run_1/flops_by_reg.png
Scale: 4 px per um. Other sequential cells in the stronger gray, the rest of the logic in the fainter gray.
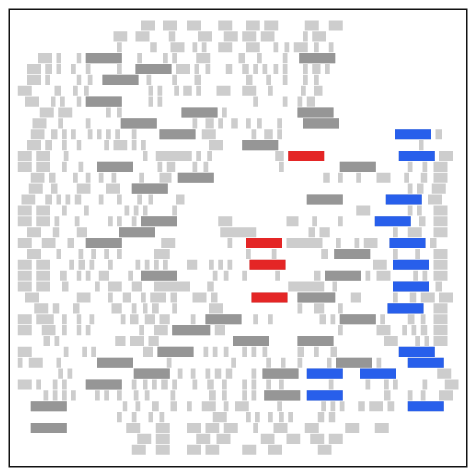
run_1/clocks.png
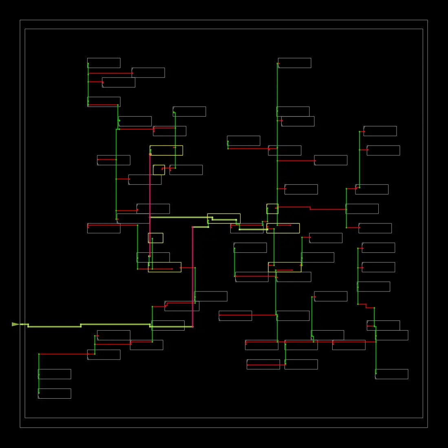
run_1/cell_density.png
Scale: 3 px per um. The die is cut into 11 by 11 equal tiles; white is low, dark blue is high, 0 to 100% covered.
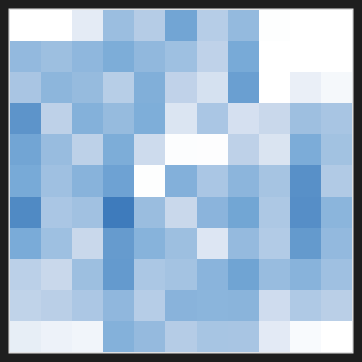
run_1/power_grid.png
Scale: 3 px per um. Pins as bars on the die edge. Tap cells in gray.
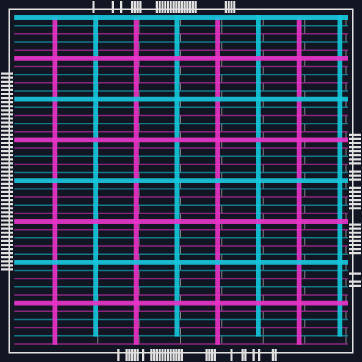
File: src/rtl/mm_arbiter.sv
// -----------------------------------------------------------------------------
// mm_arbiter
//
// Shares one combinational Montgomery multiplier (normal_mm, kept outside this
// block) between two requesters. Operands are accepted round-robin into an
// operand register (S1). The multiplier sits between S1 and the result
// register (S2), and S2 drives a tagged valid/ready response channel.
//
// Ports
//   clk, rst_n                  clock, asynchronous active-low reset
//   req0_* / req1_*             operand channels (valid/ready, a, b, tag)
//   mm_in1, mm_in2              operands to the shared multiplier (from S1 only)
//   mm_out                      multiplier result, combinational in mm_in1/mm_in2
//   rsp_valid/ready/id/tag/data result channel; rsp_id names the requester
//
// Parameters
//   DW  operand/result width
//   TW  tag width (tags pass through untouched)
// -----------------------------------------------------------------------------
`ifndef DATAWIDTH
`define DATAWIDTH 14
`endif

module mm_arbiter #(
    parameter int DW = `DATAWIDTH,
    parameter int TW = 4
) (
    input  logic          clk,
    input  logic          rst_n,

    input  logic          req0_valid,
    output logic          req0_ready,
    input  logic [DW-1:0] req0_a,
    input  logic [DW-1:0] req0_b,
    input  logic [TW-1:0] req0_tag,

    input  logic          req1_valid,
    output logic          req1_ready,
    input  logic [DW-1:0] req1_a,
    input  logic [DW-1:0] req1_b,
    input  logic [TW-1:0] req1_tag,

    output logic [DW-1:0] mm_in1,
    output logic [DW-1:0] mm_in2,
    input  logic [DW-1:0] mm_out,

    output logic          rsp_valid,
    input  logic          rsp_ready,
    output logic          rsp_id,
    output logic [TW-1:0] rsp_tag,
    output logic [DW-1:0] rsp_data
);

    localparam int NREQ = 2;

    // -------------------------------------------------------------------------
    // Requester ports gathered into arrays so selection is a plain index
    // -------------------------------------------------------------------------
    logic [NREQ-1:0] req_valid;
    logic [NREQ-1:0] req_ready;
    logic [DW-1:0]   req_a   [NREQ];
    logic [DW-1:0]   req_b   [NREQ];
    logic [TW-1:0]   req_tag [NREQ];

    assign req_valid  = {req1_valid, req0_valid};
    assign req_a[0]   = req0_a;
    assign req_a[1]   = req1_a;
    assign req_b[0]   = req0_b;
    assign req_b[1]   = req1_b;
    assign req_tag[0] = req0_tag;
    assign req_tag[1] = req1_tag;
    assign req0_ready = req_ready[0];
    assign req1_ready = req_ready[1];

    // -------------------------------------------------------------------------
    // State
    // -------------------------------------------------------------------------
    logic          last_reg;       // requester granted on the most recent accept
    logic          s1_v_reg;
    logic          s1_id_reg;
    logic [TW-1:0] s1_tag_reg;
    logic [DW-1:0] s1_a_reg;
    logic [DW-1:0] s1_b_reg;

    logic          s2_v_reg;
    logic          s2_id_reg;
    logic [TW-1:0] s2_tag_reg;
    logic [DW-1:0] s2_data_reg;

    // -------------------------------------------------------------------------
    // Pipeline flow control
    // -------------------------------------------------------------------------
    logic s2_free;
    logic s1_adv;
    logic acc_en;

    // S2 can take a new result when empty or being drained this cycle.
    assign s2_free = !s2_v_reg || rsp_ready;
    // S1 moves into S2 whenever it holds something and S2 can take it.
    assign s1_adv  = s1_v_reg && s2_free;
    // S1 can accept when empty or emptying this cycle. Gating with rst_n keeps
    // both ready outputs low for the whole reset pulse.
    assign acc_en  = (!s1_v_reg || s1_adv) && rst_n;

    // -------------------------------------------------------------------------
    // Round-robin arbitration: a tie goes to the requester not granted last.
    // -------------------------------------------------------------------------
    logic grant_valid;
    logic grant_id;

    always_comb begin
        grant_valid = |req_valid;
        grant_id    = 1'b0;
        if (&req_valid) begin
            grant_id = !last_reg;
        end else if (req_valid[1]) begin
            grant_id = 1'b1;
        end
    end

    genvar gi;
    generate
        for (gi = 0; gi < NREQ; gi++) begin : g_ready
            assign req_ready[gi] = acc_en && grant_valid && (grant_id == 1'(gi));
        end
    endgenerate

    // A grant implies the granted requester is valid, so an accept is simply
    // a grant while S1 can take it.
    logic          accept;
    logic [DW-1:0] sel_a;
    logic [DW-1:0] sel_b;
    logic [TW-1:0] sel_tag;

    assign accept  = grant_valid && acc_en;
    assign sel_a   = req_a[grant_id];
    assign sel_b   = req_b[grant_id];
    assign sel_tag = req_tag[grant_id];

    // -------------------------------------------------------------------------
    // Arbitration history
    // -------------------------------------------------------------------------
    always_ff @(posedge clk or negedge rst_n) begin
        if (!rst_n) begin
            last_reg <= 1'b1;   // requester 0 wins the first tie
        end else if (accept) begin
            last_reg <= grant_id;
        end
    end

    // -------------------------------------------------------------------------
    // S1: operand register. Loads on accept; empties when it advances with no
    // new accept behind it.
    // -------------------------------------------------------------------------
    always_ff @(posedge clk or negedge rst_n) begin
        if (!rst_n) begin
            s1_v_reg   <= 1'b0;
            s1_id_reg  <= 1'b0;
            s1_tag_reg <= '0;
            s1_a_reg   <= '0;
            s1_b_reg   <= '0;
        end else if (accept) begin
            s1_v_reg   <= 1'b1;
            s1_id_reg  <= grant_id;
            s1_tag_reg <= sel_tag;
            s1_a_reg   <= sel_a;
            s1_b_reg   <= sel_b;
        end else if (s1_adv) begin
            s1_v_reg   <= 1'b0;
        end
    end

    // The multiplier only ever sees registered operands; zero when idle so
    // it does not toggle on stale data.
    assign mm_in1 = s1_v_reg ? s1_a_reg : '0;
    assign mm_in2 = s1_v_reg ? s1_b_reg : '0;

    // -------------------------------------------------------------------------
    // S2: result register. Captures the multiplier output when S1 advances;
    // otherwise clears once the response is taken. Contents are untouched
    // while a response waits on rsp_ready.
    // -------------------------------------------------------------------------
    always_ff @(posedge clk or negedge rst_n) begin
        if (!rst_n) begin
            s2_v_reg    <= 1'b0;
            s2_id_reg   <= 1'b0;
            s2_tag_reg  <= '0;
            s2_data_reg <= '0;
        end else if (s1_adv) begin
            s2_v_reg    <= 1'b1;
            s2_id_reg   <= s1_id_reg;
            s2_tag_reg  <= s1_tag_reg;
            s2_data_reg <= mm_out;
        end else if (s2_v_reg && rsp_ready) begin
            s2_v_reg    <= 1'b0;
        end
    end

    assign rsp_valid = s2_v_reg;
    assign rsp_id    = s2_id_reg;
    assign rsp_tag   = s2_tag_reg;
    assign rsp_data  = s2_data_reg;

endmodule

File: config.mk
export PLATFORM = sky130hd
export DESIGN_NAME = mm_arbiter
export DESIGN_NICKNAME = d
export VERILOG_FILES = /design/src/rtl/mm_arbiter.sv
export SDC_FILE = /design/constraint.sdc
export NUM_CORES = 1
export LEC_CHECK = 0
export ABC_AREA = 1
export CAP_MARGIN = 10
export CELL_PAD_IN_SITES_DETAIL_PLACEMENT = 1
export CELL_PAD_IN_SITES_GLOBAL_PLACEMENT = 2
export CORE_UTILIZATION = 23
export DETAILED_ROUTE_END_ITERATION = 8
export GPL_ROUTABILITY_DRIVEN = 0
export MAX_ROUTING_LAYER = met4
export PLACE_DENSITY = 0.83
export SLEW_MARGIN = 20
export SYNTH_ARGS = -nofsm -noshare
export SYNTH_HDL_FRONTEND = slang
export SYNTH_SLANG_ARGS = --single-unit
export TNS_END_PERCENT = 5
File: constraint.sdc
create_clock -name clk -period 2.4 [get_ports clk]
set_input_delay 0.36 -clock clk [delete_from_list [all_inputs] [get_ports clk]]
set_output_delay 0.36 -clock clk [all_outputs]
set_load 0.02 [all_outputs]
==> qor.rpt, run 1 <==
CRITICAL PATH
---------------------------------------------------------------------------------
Number of cells on the critical path                                            6
Worst reg2reg path startpoint                                        s1_v_reg$_DFFE_PN0P_
Worst Path Buf+Inv                                                              3
Last element of the critical path                                      req0_ready
Maximum single-stage delay on the critical path                           0.64 ns
Series of cell instances along the critical path                     clkdlybuf4s50_1, inv_1, nand3_1, nand3_2, a21oi_1, clkdlybuf4s50_1
Most numerous cell on the critical path                              sky130_fd_sc_hd__clkdlybuf4s50_1

STA
---------------------------------------------------------------------------------
WHS                                                                     0.0966 ns

PLACEMENT
---------------------------------------------------------------------------------
DPL Wire Length                                                           6.72 mm
Cell area after placement                                            0.00434 mm^2

CLOCK NETWORK
---------------------------------------------------------------------------------
Postcts setup bufs                                                              0
TritonCTS clock tree                                                          yes
Level count of the clock H-tree                                                 2
Post_cts resized                                                                0

SYNTH
---------------------------------------------------------------------------------
Register bit count reported by yosys                                           55
Async SR Flop Fraction                                                       1.00
Gate count of the mapped netlist                                              407
Most used standard cell by instance count after synthesis            sky130_fd_sc_hd__nand2_1
Net Count, Synth                                                              490
Portion of synthesized cell area occupied by the leading cell type          0.468
Top cells by area                                                    sky130_fd_sc_hd__dfrtp_1 (47%), sky130_fd_sc_hd__nand2_1 (29%), sky130_fd_sc_hd__nand3_1 (9.0%)
Dominant Register Cell                                               sky130_fd_sc_hd__dfrtp_1

MIN PATH
---------------------------------------------------------------------------------
Hold Crit Class                                                       in -> async

CELLS AND AREA
---------------------------------------------------------------------------------
Top Layout Cells                                                     sky130_fd_sc_hd__nand2_1 (225), sky130_fd_sc_hd__clkdlybuf4s50_1 (130), sky130_fd_sc_hd__dfrtp_1 (53)
Antenna cell count                                                              0
P&R area growth vs syn                                                      55.9%

POWER
---------------------------------------------------------------------------------
Standby leakage power                                                     2.41 nW
Internal portion of total power                                           2.07 mW
Power share of the combinational group                                      0.366

JOB
---------------------------------------------------------------------------------
Number of OpenROAD warnings                                                    26

OUTCOME
---------------------------------------------------------------------------------
Result of the run                                                    finished, final reports clean

DRT
---------------------------------------------------------------------------------
Drt first pass iters                                                            4
Post-detailed-routing wire length                                         9.08 mm
DRC violation count after routing                                               0
Tally of nets with antenna violations remaining after routing                   0
Number of DRC markers after the initial detailed-route iteration               85

GLOBAL ROUTE
---------------------------------------------------------------------------------
Maximum number of pins on one net before global-route repair                   38

About flops_by_reg.png:
[blue] rsp_data | sequential cells: 14
[red] s1_tag_reg | sequential cells: 4 | where: center
not colored: 37
sequential cell area in the final layout: 0.00138 mm^2
Final Util: 0.372
Seq area share: 0.306
total sequential power: 1.24 mW

About clocks.png:
layout clock buffer count: 5
clock sink count: 55

About cell_density.png:
nearly empty tiles: 11%
densest ninth of the die: middle left
emptiest ninth of the die: upper right
mean over tiles: 33%
starting density of the core: 0.238
Core Footprint: 0.0121 mm^2

About power_grid.png:
[magenta] VSS
[cyan] VDD
met5 straps: 8
met4 straps: 8
met1 rails: 41
signal pins: 133

-- run 1: layer usage --
layer,share of wire,vias to the layer above,track usage
met4,0.0062,0,0.0286
met1,0.46,1378,0.196
met5,0,-,-
li1,-,1480,-
met3,0.057,5,0.0319
met2,0.47,84,0.248
-- run 1: final cells by class --
type	instances	area [um^2]
Fill cell	1538	7610
Timing Repair Buffer	146	1420
Sequential cell	55	1380
Multi-Input combinational cell	294	1210
Tap cell	168	210
Clock buffer	5	125
Inverter	32	120
Clock inverter	3	28.8
-- run 1: kinds of logic (layout without fill, tap and decap cells) --
| logic type | Yosys count | in the layout | synth area share |
|---|---|---|---|
| AND/OR/NAND/NOR | 291 | 291 | 0.415 |
| AND-OR/OR-AND | 3 | 3 | 0.00520 |
| buffers and inverters | 58 | 186 | 0.102 |
| flip-flops | 55 | 55 | 0.477 |
run_1/wires.png
Scale: 4 px per um.
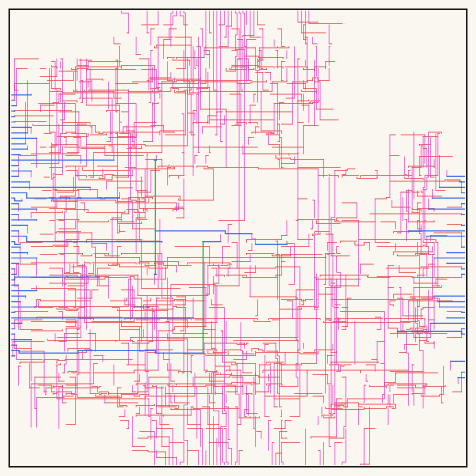

## Run 2: what changed since run 1
--- a/config.mk
+++ b/config.mk
@@ -14,8 +14,9 @@
 export GPL_ROUTABILITY_DRIVEN = 0
 export MAX_ROUTING_LAYER = met4
 export PLACE_DENSITY = 0.83
+export SETUP_SLACK_MARGIN = 0.05
 export SLEW_MARGIN = 20
 export SYNTH_ARGS = -nofsm -noshare
 export SYNTH_HDL_FRONTEND = slang
 export SYNTH_SLANG_ARGS = --single-unit
-export TNS_END_PERCENT = 5
+export TNS_END_PERCENT = 10
run_2/wires.png
Scale: 4 px per um.
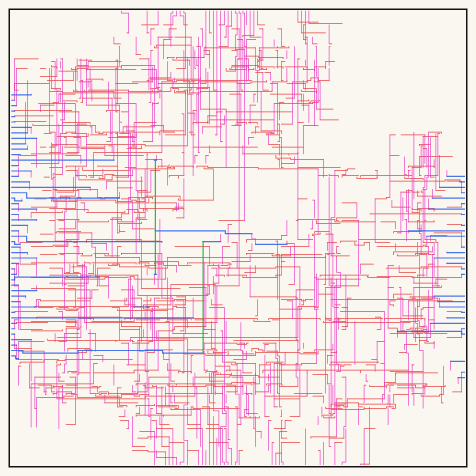
[green] metal 4 | wire length: 56.4 um
[red] metal 1 | wire length: 4,210 um
[magenta] metal 2 | wire length: 4,300 um
[blue] metal 3 | wire length: 522 um
global-route usage over all layers: 0.152
wire length per cell: 12.9 um
post-detailed-routing wire length: 9.08 mm

==> qor.rpt, run 2 <==
OUTCOME
---------------------------------------------------------------------------------
Result of the run                                                    finished, final reports clean   unchanged

SYNTH
---------------------------------------------------------------------------------
Adder-cell share of the synthesized area                                        0   unchanged
Net Count, Synth                                                              490   unchanged
Top cells by area                                                    sky130_fd_sc_hd__dfrtp_1 (47%), sky130_fd_sc_hd__nand2_1 (29%), sky130_fd_sc_hd__nand3_1 (9.0%)   unchanged
Simple-gate area share of the yosys netlist                                 0.415   unchanged
Mux cell area share after synthesis                                             0   unchanged
Register bit count reported by yosys                                           55   unchanged
Xor+xnor area frac                                                              0   unchanged
Warning count from the yosys run                                                0   unchanged
Gate count of the mapped netlist                                              407   unchanged
Dominant Register Cell                                               sky130_fd_sc_hd__dfrtp_1   unchanged
Async SR Flop Fraction                                                       1.00   unchanged
Most used standard cell by instance count after synthesis            sky130_fd_sc_hd__nand2_1   unchanged
Dominant combinational cell family by area after synthesis           simple AND/OR/NAND/NOR gates   unchanged
Post-synthesis compound-gate area fraction                                0.00520   unchanged
Portion of synthesized cell area occupied by the leading cell type          0.468   unchanged

PLACEMENT
---------------------------------------------------------------------------------
Setup slack after placement                                             0.0524 ns   unchanged
DPL Wire Length                                                           6.72 mm   unchanged
Count of placed standard cells including taps                                 695   unchanged

CLOCK NETWORK
---------------------------------------------------------------------------------
Clock sink count                                                               55   unchanged
TritonCTS clock tree                                                          yes   unchanged
Number of buffers created by CTS                                                5   unchanged
Level count of the clock H-tree                                                 2   unchanged

FLOORPLANNING
---------------------------------------------------------------------------------
Core Footprint                                                        0.0121 mm^2   unchanged
Rows                                                                           40   unchanged
Starting density of the core                                                0.238   unchanged

CRITICAL PATH
---------------------------------------------------------------------------------
Series of cell instances along the critical path                     buf_4, nand2_1, inv_1, clkdlybuf4s50_1   was clkdlybuf4s50_1, inv_1, nand3_1, nand3_2, a21oi_1, clkdlybuf4s50_1
Cells on worst reg2reg path                                                     5   unchanged
Number of cells on the critical path                                            4   was 6
Maximum single-stage delay on the critical path                           0.61 ns   was 0.64 ns
Last element of the critical path                                       mm_in2[8]   was req0_ready
Worst Path Buf+Inv                                                              3   unchanged

MIN PATH
---------------------------------------------------------------------------------
Hold Crit Class                                                       in -> async   unchanged

CELLS AND AREA
---------------------------------------------------------------------------------
Final Util                                                                  0.371   was 0.372
Top Layout Cells                                                     sky130_fd_sc_hd__nand2_1 (225), sky130_fd_sc_hd__clkdlybuf4s50_1 (129), sky130_fd_sc_hd__dfrtp_1 (53)   was sky130_fd_sc_hd__nand2_1 (225), sky130_fd_sc_hd__clkdlybuf4s50_1 (130), sky130_fd_sc_hd__dfrtp_1 (53)
Layout net count                                                              617   unchanged
Antenna cell count                                                              0   unchanged
P&R area growth vs syn                                                      55.9%   about the same

POWER
---------------------------------------------------------------------------------
Power share of the combinational group                                      0.366   about the same
Standby leakage power                                                     2.41 nW   about the same
Total sequential power                                                    1.24 mW   about the same
Internal portion of total power                                           2.07 mW   about the same

STA
---------------------------------------------------------------------------------
Final hold viol count                                                           0   unchanged
WHS                                                                     0.0967 ns   was 0.0966 ns

DRT
---------------------------------------------------------------------------------
Number of DRC markers after the initial detailed-route iteration               85   unchanged
Tally of nets with antenna violations remaining after routing                   0   unchanged
Drt first pass iters                                                            4   unchanged
DRC violation count after routing                                               0   unchanged

JOB
---------------------------------------------------------------------------------
Number of OpenROAD warnings                                                    26   unchanged

GLOBAL ROUTE
---------------------------------------------------------------------------------
Maximum number of pins on one net before global-route repair                   38   unchanged
First-pass GRT wire length                                                15.3 mm   unchanged

==> run 2: routing by layer <==
| metal | wire length [um] | global-route usage |
|---|---|---|
| met4 | 56 | 0.0286 |
| met2 | 4300 | 0.248 |
| met1 | 4210 | 0.196 |
| met5 | 0 | - |
| met3 | 521 | 0.0319 |
==> run 2: repair_timing <==
item / in CTS / in global routing
buffers inserted: 0 / 0
setup endpoints to repair: 1 / 1
gates resized: 1 / 1
==> run 2: cell type report <==
type / count / area [um^2]
clock buffers: 5 / 125
clock inverters: 3 / 28.8
fillers: 1540 / 7610
inverters: 32 / 120
multi-input cells: 294 / 1210
flip-flops and latches: 55 / 1380
well taps: 168 / 210
repair buffers: 146 / 1420
run_2/cell_density.png
Scale: 3 px per um. The die is cut into 11 by 11 equal tiles; white is low, dark blue is high, 0 to 100% covered.
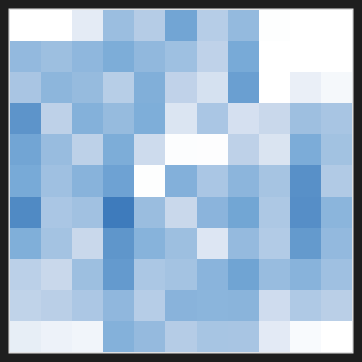

## Run 3: what changed since run 2
--- a/config.mk
+++ b/config.mk
@@ -12,8 +12,10 @@
 export CORE_UTILIZATION = 23
 export DETAILED_ROUTE_END_ITERATION = 8
 export GPL_ROUTABILITY_DRIVEN = 0
+export HOLD_SLACK_MARGIN = 0.15
 export MAX_ROUTING_LAYER = met4
 export PLACE_DENSITY = 0.83
+export RECOVER_POWER = 100
 export SETUP_SLACK_MARGIN = 0.05
 export SLEW_MARGIN = 20
 export SYNTH_ARGS = -nofsm -noshare
run_3/cell_density.png
Scale: 3 px per um. The die is cut into 11 by 11 equal tiles; white is low, dark blue is high, 0 to 100% covered.
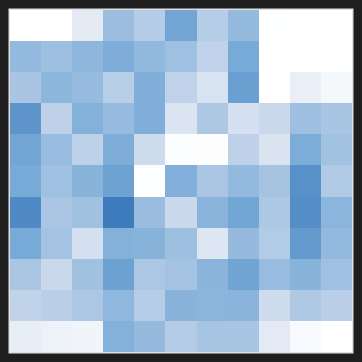
fullest tile: 69%
emptiest ninth of the die: upper right
nearly empty tiles: 11%
densest ninth of the die: middle left
mean over tiles: 33%
Final Util: 0.370

==> qor.rpt, run 3 <==
SYNTH
---------------------------------------------------------------------------------
Top cells by area                                                    sky130_fd_sc_hd__dfrtp_1 (47%), sky130_fd_sc_hd__nand2_1 (29%), sky130_fd_sc_hd__nand3_1 (9.0%)   unchanged
Gate count of the mapped netlist                                              407   unchanged
Top cell type by total area after synthesis                          sky130_fd_sc_hd__dfrtp_1   unchanged
Warning count from the yosys run                                                0   unchanged
Most used standard cell by instance count after synthesis            sky130_fd_sc_hd__nand2_1   unchanged
Portion of synthesized cell area occupied by the leading cell type          0.468   unchanged
Register bit count reported by yosys                                           55   unchanged
Net Count, Synth                                                              490   unchanged
Netlist cell types                                                             18   unchanged
Async SR Flop Fraction                                                       1.00   unchanged
Dominant Register Cell                                               sky130_fd_sc_hd__dfrtp_1   unchanged

CLOCK NETWORK
---------------------------------------------------------------------------------
Clock Latency Late Sink                                                   0.30 ns   about the same
Clock sink count                                                               55   unchanged
Maximum clock path buffer count                                                 2   unchanged
Level count of the clock H-tree                                                 2   unchanged
Postcts setup bufs                                                              0   unchanged
TritonCTS clock tree                                                          yes   unchanged

POWER
---------------------------------------------------------------------------------
Power share of the combinational group                                      0.354   was 0.366
Standby leakage power                                                     2.48 nW   was 2.41 nW
Total sequential power                                                    1.24 mW   about the same
Internal portion of total power                                           2.01 mW   was 2.07 mW
PD cells                                                              694 mW/mm^2   was 705 mW/mm^2

OUTCOME
---------------------------------------------------------------------------------
Result of the run                                                    finished, final reports clean   unchanged

MIN PATH
---------------------------------------------------------------------------------
Hold Crit Class                                                        reg -> reg   was in -> async

CELLS AND AREA
---------------------------------------------------------------------------------
Share of cell area taken by multi-input logic gates                         0.269   was 0.270
Relative area of clock buffers and inverters in the final design           0.0343   was 0.0342
Area-dominant cell class after layout                                     buffers   unchanged
Inverter count                                                                 32   unchanged
Seq area share                                                              0.308   was 0.306
Layout net count                                                              618   was 617
# fillers                                                                   1,544   was 1,540
Top Layout Cells                                                     sky130_fd_sc_hd__nand2_1 (226), sky130_fd_sc_hd__clkdlybuf4s50_1 (82), sky130_fd_sc_hd__nand3_1 (53), sky130_fd_sc_hd__dfrtp_1 (53), sky130_fd_sc_hd__dlygate4sd3_1 (48)   was sky130_fd_sc_hd__nand2_1 (225), sky130_fd_sc_hd__clkdlybuf4s50_1 (129), sky130_fd_sc_hd__dfrtp_1 (53)
Multi-input combinational cell area                                  0.00121 mm^2   about the same
NonClk Buf Share                                                            0.315   was 0.316
Sequential cell area in the final layout                             0.00138 mm^2   unchanged
Non-CTS buffers                                                               147   was 146
Num sequential                                                                 55   unchanged
P&R area growth vs syn                                                      55.2%   was 55.9%
Multi-Input Combinational                                                     294   unchanged
Layout clock buffer count                                                       5   unchanged
Antenna cell count                                                              0   unchanged

DRT
---------------------------------------------------------------------------------
DRC violation count after routing                                               0   unchanged
Tally of nets with antenna violations remaining after routing                   0   unchanged
Wire length per cell                                                      12.9 um   about the same
Post-detailed-routing wire length                                         9.10 mm   was 9.08 mm
Drt first pass iters                                                            4   unchanged
Number of DRC markers after the initial detailed-route iteration               84   was 85

PLACEMENT
---------------------------------------------------------------------------------
Count of placed standard cells including taps                                 695   unchanged
Setup slack after placement                                             0.0524 ns   unchanged
DPL Wire Length                                                           6.72 mm   unchanged
Cell area after placement                                            0.00434 mm^2   unchanged

FLOORPLANNING
---------------------------------------------------------------------------------
Die span in y                                                              114 um   unchanged
Starting density of the core                                                0.238   unchanged
Number of tap instances                                                       168   unchanged
Rows                                                                           40   unchanged
Core Footprint                                                        0.0121 mm^2   unchanged

CRITICAL PATH
---------------------------------------------------------------------------------
Number of cells on the critical path                                            4   unchanged
R2r setup slk                                                             0.37 ns   was 0.54 ns
Worst Path Buf+Inv                                                              3   unchanged
Last element of the critical path                                      mm_in2[11]   was mm_in2[8]
Worst path required time                                                  2.04 ns   about the same
Cells on worst reg2reg path                                                     5   unchanged
Worst reg2reg path startpoint                                        s1_v_reg$_DFFE_PN0P_   unchanged
Maximum single-stage delay on the critical path                           0.69 ns   was 0.61 ns
Series of cell instances along the critical path                     buf_4, nand2_1, inv_1, dlygate4sd3_1   was buf_4, nand2_1, inv_1, clkdlybuf4s50_1

STA
---------------------------------------------------------------------------------
Clock period minus final worst setup slack                                2.24 ns   was 2.19 ns
WHS                                                                      0.468 ns   was 0.0967 ns
Final hold viol count                                                           0   unchanged

GLOBAL ROUTE
---------------------------------------------------------------------------------
Global-route usage over all layers                                          0.152   about the same
Maximum number of pins on one net before global-route repair                   38   unchanged
First-pass GRT wire length                                                15.3 mm   about the same

JOB
---------------------------------------------------------------------------------
Number of OpenROAD warnings                                                    26   unchanged

## run 3: cell types whose count changed in the layout (fill, tap and decap cells not counted), sizes merged
| cell | change |
|---|---|
| dlygate4sd3 | +48 |
| clkdlybuf4s50 | -47 |
| clkbuf | +6 |
| buf | -5 |
| dlymetal6s2s | -1 |
## run 3: cell families after synthesis
| logic type | synth area share |
|---|---|
| simple gates | 0.415 |
| buf+inv | 0.102 |
| flops | 0.477 |
| compound gates | 0.00520 |
## run 3: routing by layer
metal,vias to the layer above,global-route usage,share of wire
li1,1484,-,-
met1,1386,0.196,0.46
met2,84,0.248,0.47
met3,5,0.0319,0.058
met4,0,0.0286,0.0062
met5,-,-,0
## run 3: repair_timing
item                                   4_1_cts  5_1_grt
setup endpoints to repair                    1        1
resized                                      1        1
hold buffers                                 1        0
endpoints found under the hold margin       19        0
Power and IR drop assume default switching activity.
